File: config.mk
export PLATFORM = sky130hd
export DESIGN_NAME = cpu_mem_bridge_flat
export DESIGN_NICKNAME = d
export VERILOG_FILES = /design/src/rtl/cpu_mem_bridge_if.sv /design/src/rtl/cpu_mem_bridge.sv /design/src/flat_wrapper.sv
export SDC_FILE = /design/constraint.sdc
export NUM_CORES = 1
export LEC_CHECK = 0
export CAP_MARGIN = 20
export CORE_MARGIN = 3
export CORE_UTILIZATION = 32
export DETAILED_ROUTE_END_ITERATION = 10
export GPL_ROUTABILITY_DRIVEN = 0
export PLACE_DENSITY = 0.85
export SLEW_MARGIN = 20
export SYNTH_ARGS = -nofsm -noshare
export SYNTH_HDL_FRONTEND = slang
export SYNTH_SLANG_ARGS = --single-unit
File: constraint.sdc
create_clock -name clk -period 2.29 [get_ports clk]
set_clock_uncertainty 0.15 [all_clocks]
set_input_delay 0.458 -clock clk [delete_from_list [all_inputs] [get_ports clk]]
set_output_delay 0.458 -clock clk [all_outputs]
set_load 0.02 [all_outputs]
File: src/rtl/cpu_mem_bridge_if.sv
// CPU-side instruction/data channels plus the single-port SRAM bus of the bridge.
// The bridge connects through the slave modport; the CPU/SRAM side uses master.
interface cpu_mem_bridge_if #(
  parameter int MEM_AW = 14
);
  logic [31:0]       PC;
  logic              Inst_Req_Valid;
  logic              Inst_Req_Ack;
  logic [31:0]       Instruction;
  logic              Inst_Valid;
  logic              Inst_Ack;
  logic [31:0]       Address;
  logic              MemRead;
  logic              MemWrite;
  logic [31:0]       Write_data;
  logic [3:0]        Write_strb;
  logic              Mem_Req_Ack;
  logic [31:0]       Read_data;
  logic              Read_data_Valid;
  logic              Read_data_Ack;
  logic              mem_en;
  logic [3:0]        mem_wen;
  logic [MEM_AW-1:0] mem_addr;
  logic [31:0]       mem_wdata;
  logic [31:0]       mem_rdata;

  modport slave (
    input  PC, Inst_Req_Valid, Inst_Ack, Address, MemRead, MemWrite,
           Write_data, Write_strb, Read_data_Ack, mem_rdata,
    output Inst_Req_Ack, Instruction, Inst_Valid, Mem_Req_Ack, Read_data,
           Read_data_Valid, mem_en, mem_wen, mem_addr, mem_wdata
  );

  modport master (
    output PC, Inst_Req_Valid, Inst_Ack, Address, MemRead, MemWrite,
           Write_data, Write_strb, Read_data_Ack, mem_rdata,
    input  Inst_Req_Ack, Instruction, Inst_Valid, Mem_Req_Ack, Read_data,
           Read_data_Valid, mem_en, mem_wen, mem_addr, mem_wdata
  );
endinterface

File: src/rtl/cpu_mem_bridge.sv
// Serialises the CPU instruction and data channels onto one synchronous single-port SRAM.
// Optional BRIDGE_PERF_CNT_EN adds fetch/load/store accept counters as extra ports.
module cpu_mem_bridge #(
  parameter int MEM_AW = 14,
  parameter int RD_LAT = 1
) (
  input  logic clk,
  input  logic rst,
  cpu_mem_bridge_if.slave bus
`ifdef BRIDGE_PERF_CNT_EN
  ,
  output logic [31:0] perf_fetch_cnt,
  output logic [31:0] perf_load_cnt,
  output logic [31:0] perf_store_cnt
`endif
);

  typedef enum logic [2:0] {IDLE, I_WAIT, I_RESP, D_WAIT, D_RESP} state_t;

  localparam logic [1:0] LAT_INIT = 2'(RD_LAT - 1);

  state_t            state, state_nxt;
  logic [1:0]        lat_cnt;
  logic [31:0]       inst_q, rdata_q;
  logic              fetch_acc, load_acc, store_acc;
  logic              mem_en, lat_done;
  logic [3:0]        mem_wen;
  logic [MEM_AW-1:0] mem_addr;
  logic [31:0]       mem_wdata;
  logic              unused_ok;

  assign lat_done = (lat_cnt == 2'd0);

  always_ff @(posedge clk) begin
    if (rst) begin
      state   <= IDLE;
      lat_cnt <= 2'd0;
      inst_q  <= 32'd0;
      rdata_q <= 32'd0;
    end else begin
      state <= state_nxt;
      if (fetch_acc || load_acc)
        lat_cnt <= LAT_INIT;
      else if ((state == I_WAIT || state == D_WAIT) && !lat_done)
        lat_cnt <= lat_cnt - 2'd1;
      if (state == I_WAIT && lat_done)
        inst_q <= bus.mem_rdata;
      if (state == D_WAIT && lat_done)
        rdata_q <= bus.mem_rdata;
    end
  end

  always_comb begin
    state_nxt = state;
    fetch_acc = 1'b0;
    load_acc  = 1'b0;
    store_acc = 1'b0;
    mem_en    = 1'b0;
    mem_wen   = 4'd0;
    mem_addr  = '0;
    mem_wdata = 32'd0;
    case (state)
      IDLE: begin
        // Stores complete in the accept cycle; reads park in a WAIT state.
        if (!rst) begin
          if (bus.MemWrite) begin
            store_acc = 1'b1;
            mem_en    = 1'b1;
            mem_wen   = bus.Write_strb;
            mem_addr  = bus.Address[MEM_AW+1:2];
            mem_wdata = bus.Write_data;
          end else if (bus.MemRead) begin
            load_acc  = 1'b1;
            mem_en    = 1'b1;
            mem_addr  = bus.Address[MEM_AW+1:2];
            state_nxt = D_WAIT;
          end else if (bus.Inst_Req_Valid) begin
            fetch_acc = 1'b1;
            mem_en    = 1'b1;
            mem_addr  = bus.PC[MEM_AW+1:2];
            state_nxt = I_WAIT;
          end
        end
      end
      I_WAIT:  if (lat_done) state_nxt = I_RESP;
      I_RESP:  if (bus.Inst_Ack) state_nxt = IDLE;
      D_WAIT:  if (lat_done) state_nxt = D_RESP;
      D_RESP:  if (bus.Read_data_Ack) state_nxt = IDLE;
      default: state_nxt = IDLE;
    endcase
  end

  assign bus.Inst_Req_Ack    = fetch_acc;
  assign bus.Mem_Req_Ack     = load_acc | store_acc;
  assign bus.Inst_Valid      = (state == I_RESP);
  assign bus.Read_data_Valid = (state == D_RESP);
  assign bus.Instruction     = inst_q;
  assign bus.Read_data       = rdata_q;
  assign bus.mem_en          = mem_en;
  assign bus.mem_wen         = mem_wen;
  assign bus.mem_addr        = mem_addr;
  assign bus.mem_wdata       = mem_wdata;

  // Byte-offset and above-window address bits are deliberately ignored (aliasing).
  assign unused_ok = ^{bus.PC[31:MEM_AW+2], bus.PC[1:0],
                       bus.Address[31:MEM_AW+2], bus.Address[1:0]};

`ifdef BRIDGE_PERF_CNT_EN
  always_ff @(posedge clk) begin
    if (rst) begin
      perf_fetch_cnt <= 32'd0;
      perf_load_cnt  <= 32'd0;
      perf_store_cnt <= 32'd0;
    end else begin
      if (fetch_acc) perf_fetch_cnt <= perf_fetch_cnt + 32'd1;
      if (load_acc)  perf_load_cnt  <= perf_load_cnt + 32'd1;
      if (store_acc) perf_store_cnt <= perf_store_cnt + 32'd1;
    end
  end
`endif

endmodule
File: src/flat_wrapper.sv
// flat-port wrapper written by rule: the top's interface ports become plain ports
module cpu_mem_bridge_flat 
#(
  parameter int MEM_AW = 14,
  parameter int RD_LAT = 1
)
  (clk, rst, bus_PC, bus_Inst_Req_Valid, bus_Inst_Ack, bus_Address, bus_MemRead, bus_MemWrite, bus_Write_data, bus_Write_strb, bus_Read_data_Ack, bus_mem_rdata, bus_Inst_Req_Ack, bus_Instruction, bus_Inst_Valid, bus_Mem_Req_Ack, bus_Read_data, bus_Read_data_Valid, bus_mem_en, bus_mem_wen, bus_mem_addr, bus_mem_wdata);
  cpu_mem_bridge_if #(.MEM_AW(MEM_AW)) bus_i ();
  input  logic clk;
  input  logic rst;
  input wire logic [$bits(bus_i.PC)-1:0] bus_PC;
  input wire logic [$bits(bus_i.Inst_Req_Valid)-1:0] bus_Inst_Req_Valid;
  input wire logic [$bits(bus_i.Inst_Ack)-1:0] bus_Inst_Ack;
  input wire logic [$bits(bus_i.Address)-1:0] bus_Address;
  input wire logic [$bits(bus_i.MemRead)-1:0] bus_MemRead;
  input wire logic [$bits(bus_i.MemWrite)-1:0] bus_MemWrite;
  input wire logic [$bits(bus_i.Write_data)-1:0] bus_Write_data;
  input wire logic [$bits(bus_i.Write_strb)-1:0] bus_Write_strb;
  input wire logic [$bits(bus_i.Read_data_Ack)-1:0] bus_Read_data_Ack;
  input wire logic [$bits(bus_i.mem_rdata)-1:0] bus_mem_rdata;
  output wire logic [$bits(bus_i.Inst_Req_Ack)-1:0] bus_Inst_Req_Ack;
  output wire logic [$bits(bus_i.Instruction)-1:0] bus_Instruction;
  output wire logic [$bits(bus_i.Inst_Valid)-1:0] bus_Inst_Valid;
  output wire logic [$bits(bus_i.Mem_Req_Ack)-1:0] bus_Mem_Req_Ack;
  output wire logic [$bits(bus_i.Read_data)-1:0] bus_Read_data;
  output wire logic [$bits(bus_i.Read_data_Valid)-1:0] bus_Read_data_Valid;
  output wire logic [$bits(bus_i.mem_en)-1:0] bus_mem_en;
  output wire logic [$bits(bus_i.mem_wen)-1:0] bus_mem_wen;
  output wire logic [$bits(bus_i.mem_addr)-1:0] bus_mem_addr;
  output wire logic [$bits(bus_i.mem_wdata)-1:0] bus_mem_wdata;
  assign bus_i.PC = bus_PC;
  assign bus_i.Inst_Req_Valid = bus_Inst_Req_Valid;
  assign bus_i.Inst_Ack = bus_Inst_Ack;
  assign bus_i.Address = bus_Address;
  assign bus_i.MemRead = bus_MemRead;
  assign bus_i.MemWrite = bus_MemWrite;
  assign bus_i.Write_data = bus_Write_data;
  assign bus_i.Write_strb = bus_Write_strb;
  assign bus_i.Read_data_Ack = bus_Read_data_Ack;
  assign bus_i.mem_rdata = bus_mem_rdata;
  assign bus_Inst_Req_Ack = bus_i.Inst_Req_Ack;
  assign bus_Instruction = bus_i.Instruction;
  assign bus_Inst_Valid = bus_i.Inst_Valid;
  assign bus_Mem_Req_Ack = bus_i.Mem_Req_Ack;
  assign bus_Read_data = bus_i.Read_data;
  assign bus_Read_data_Valid = bus_i.Read_data_Valid;
  assign bus_mem_en = bus_i.mem_en;
  assign bus_mem_wen = bus_i.mem_wen;
  assign bus_mem_addr = bus_i.mem_addr;
  assign bus_mem_wdata = bus_i.mem_wdata;
  cpu_mem_bridge #(.MEM_AW(MEM_AW), .RD_LAT(RD_LAT)) u_core (.clk(clk), .rst(rst), .bus(bus_i));
endmodule
**The metal 1 layer**

Scale: 4 px per µm. Supply wires on this layer in grey.
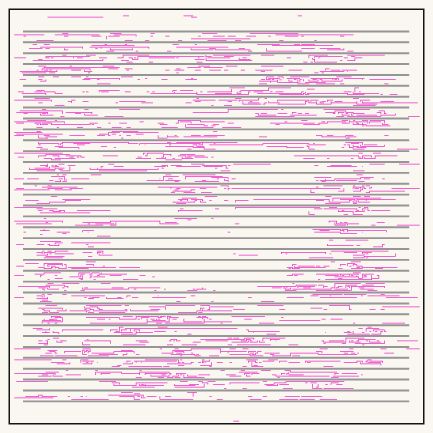
nets with wire on the layer: 636
main direction: horizontal
share of all routed wire: 38%
wire length on this layer: 4140 µm
longest straight run: 28.1 µm

**Selected gate families**

Scale: 4 px per µm.
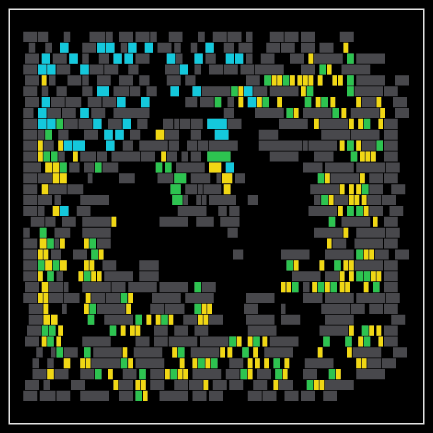
| family | colour | cells | most used |
|---|---|---|---|
| NAND gates | yellow | 162 | nand2_1 |
| inverting AOI/OAI gates | green | 86 | a21oi_1 |
| AND and OR gates | cyan | 41 | and2_1 |

**Zoomed window**

Region (37, 57) to (67, 87) µm. Cells in grey, sequential cells in the stronger grey; small squares are vias.
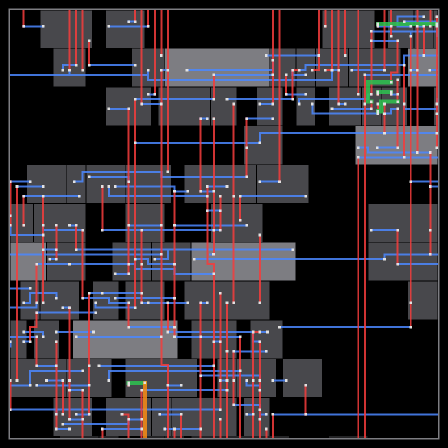
| layer | colour |
|---|---|
| met2 | red |
| met1 | blue |
| met3 | green |
| met4 | orange |
cells with their middle in the window: 58
sequential cells in the window: 4
netlist names of flops here include: u_core.state (2)
most frequent: buf_4 (8), nand2_1 (5), clkdlybuf4s50_1 (5)

==> impl_metrics.env <==
# implementation run metrics
export IMPL_status="completed"
export IMPL_ir_worst_vdd_v=0.000387
export IMPL_power_density_nw_per_um2=815
export IMPL_tightest_slew_ns=0.676
export IMPL_setup_violations=0
export IMPL_fp_nets=553
export IMPL_finalCritPeriodShare_pct=96.6
export IMPL_r2r_start="u_core.state[0]"
export IMPL_synth_area_per_cell_um2=7.35
export IMPL_stdcell_count=746
export IMPL_rows=34
export IMPL_rr_endpoint="u_core.bus.Read_data[1]"
export IMPL_yosys_area_top_type="dfxtp_1"
export IMPL_grt_use_met3_pct=5.23
export IMPL_synth_area_um2=3030
export IMPL_track_usage_pct=19.4
export IMPL_postSynthSeqShare_pct=45.6
export IMPL_clkLatencyLatePin_ns=0.33
export IMPL_cts_buffers=9
export IMPL_whs_ns=0.307
export IMPL_globalRouteMet1Util_pct=21.0
export IMPL_cts_root_buf="clkbuf_8"
export IMPL_clkSinkCount=69
export IMPL_ys_cells=412
export IMPL_synthCells=412
export IMPL_clk_pin_slew_ns=0.07
export IMPL_reg2reg_setup_slack_ns=0.51
export IMPL_layout_top_cell_excl_fill_tap="clkdlybuf4s50_1"
export IMPL_area_growth_pct=81.0
export IMPL_grt_first_pass_wirelength_um=16500
export IMPL_ys_seq_elements=69
export IMPL_final_setup_tns_ns=0
export IMPL_drt_iter0_drc=136
export IMPL_grt_ovfl_total=0
export IMPL_drive_above_1_share_pct=15.5
export IMPL_antenna_found_initial=0
export IMPL_ant_nets=0
export IMPL_core_area_um2=8930
export IMPL_grt_busiest_layer="met2"
export IMPL_synth_yosys_warnings=0
export IMPL_postCtsHoldBufs=0
export IMPL_portBuffers=221
export IMPL_fmax_ghz=0.452
export IMPL_grt_use_met2_pct=35.8
export IMPL_reg2reg_depth=6
export IMPL_viasPerCell=4.91
export IMPL_drt_met1_wl_um=4140
export IMPL_firstDrtPassIters=4
export IMPL_p_leak_nw=2.16
export IMPL_wl_met2_um=5890
export IMPL_async_flop_share_pct=0
export IMPL_top_layer="met4"
export IMPL_placed_cells=726
export IMPL_wirelength_um=11000
export IMPL_cap_violations=0
export IMPL_pre_cts_slack_ns=-0.460
export IMPL_cts_setup_buffers=0
export IMPL_route_met3_wl_um=806
export IMPL_die_h_um=103
export IMPL_place_area_um2=5400
export IMPL_vias=3665
export IMPL_final_nets=774
export IMPL_clk_path_buf_depth=2
export IMPL_slew_violations=0
export IMPL_ys_area_um2=3030
export IMPL_post_route_util_pct=61.4
export IMPL_hold_depth=2
export IMPL_layout_min_cycle_time_ns=2.21
export IMPL_path_class="reg2out"
export IMPL_ctsResizeCount=231
export IMPL_die_area_um2=10700
export IMPL_dp_hpwl_um=8360
export IMPL_final_setup_worst_slack_ns=0.0781
export IMPL_fin_area_um2=5480
export IMPL_required_ns=1.68
export IMPL_min_from="u_core.bus.Read_data[25]"
export IMPL_hold_path_class="reg2reg"
export IMPL_ys_types=32
export IMPL_drc=0
export IMPL_cp_start_kind="flop"
export IMPL_diodes=0
export IMPL_wire_per_inst_um=14.8
export IMPL_grt_pass1_vias=3625
export IMPL_htree_num_levels=3
export IMPL_arrival_ns=1.60
export IMPL_common_cells="nand2_1 (144), a21oi_1 (79), dfxtp_1 (69), and2_1 (36), clkbuf_1 (20)"
[worst max-delay path: stages (launching register included)]
cell	delay, ns
dfxtp_1	0.33
nor3_2	0.22
nand2_2	0.11
buf_4	0.21
nor2_1	0.13
clkdlybuf4s15_2	0.27
[cell type report]
| type | count | area [µm²] |
|---|---|---|
| Clock buffer | 12 | 145 |
| Clock inverter | 4 | 47.5 |
| Fill cell | 780 | 3450 |
| Inverter | 4 | 15.0 |
| Multi-Input combinational cell | 309 | 1520 |
| Sequential cell | 69 | 1380 |
| Tap cell | 108 | 135 |
| Timing Repair Buffer | 240 | 2240 |
[logic make-up (layout without fill, tap and decap cells)]
logic type	after synthesis	count (layout)	share of synthesized area, %
simple gates	217	218	32.7
buf+inv	35	260	5.00
compound gates	87	87	15.2
mux	1	1	0.331
flops	69	69	45.6
xor+xnor	1	1	0.289
fa+ha+maj	2	2	0.826
[power by group]
part	switching [mW]	internal [mW]
sequential	0.0935	1.38
combinational	1.12	0.910
clock	0.429	0.530
[how the worst max path moves through the flow]
stage                   endpoint  cells after the start  slack (ns)       startpoint
6_report         bus_Mem_Req_Ack                      5        0.08  u_core.state[1]
4_1_cts           bus_mem_wen[0]                      6       -0.07  u_core.state[2]
3_3_place_gp     bus_mem_addr[6]                      6       -0.42     bus_MemWrite
3_5_place_dp     bus_mem_addr[3]                      5       -0.46      bus_MemRead
2_1_floorplan   bus_mem_addr[10]                      4        0.16     bus_MemWrite
5_1_grt        bus_mem_wdata[31]                      6      -0.005  u_core.state[1]
[flip-flops by register name (all words and copies together) (netlist names)]
| register | count |
|---|---|
| u_core.bus.Instruction | 32 |
| u_core.bus.Read_data | 32 |
| u_core.state | 3 |
| u_core.lat_cnt | 2 |
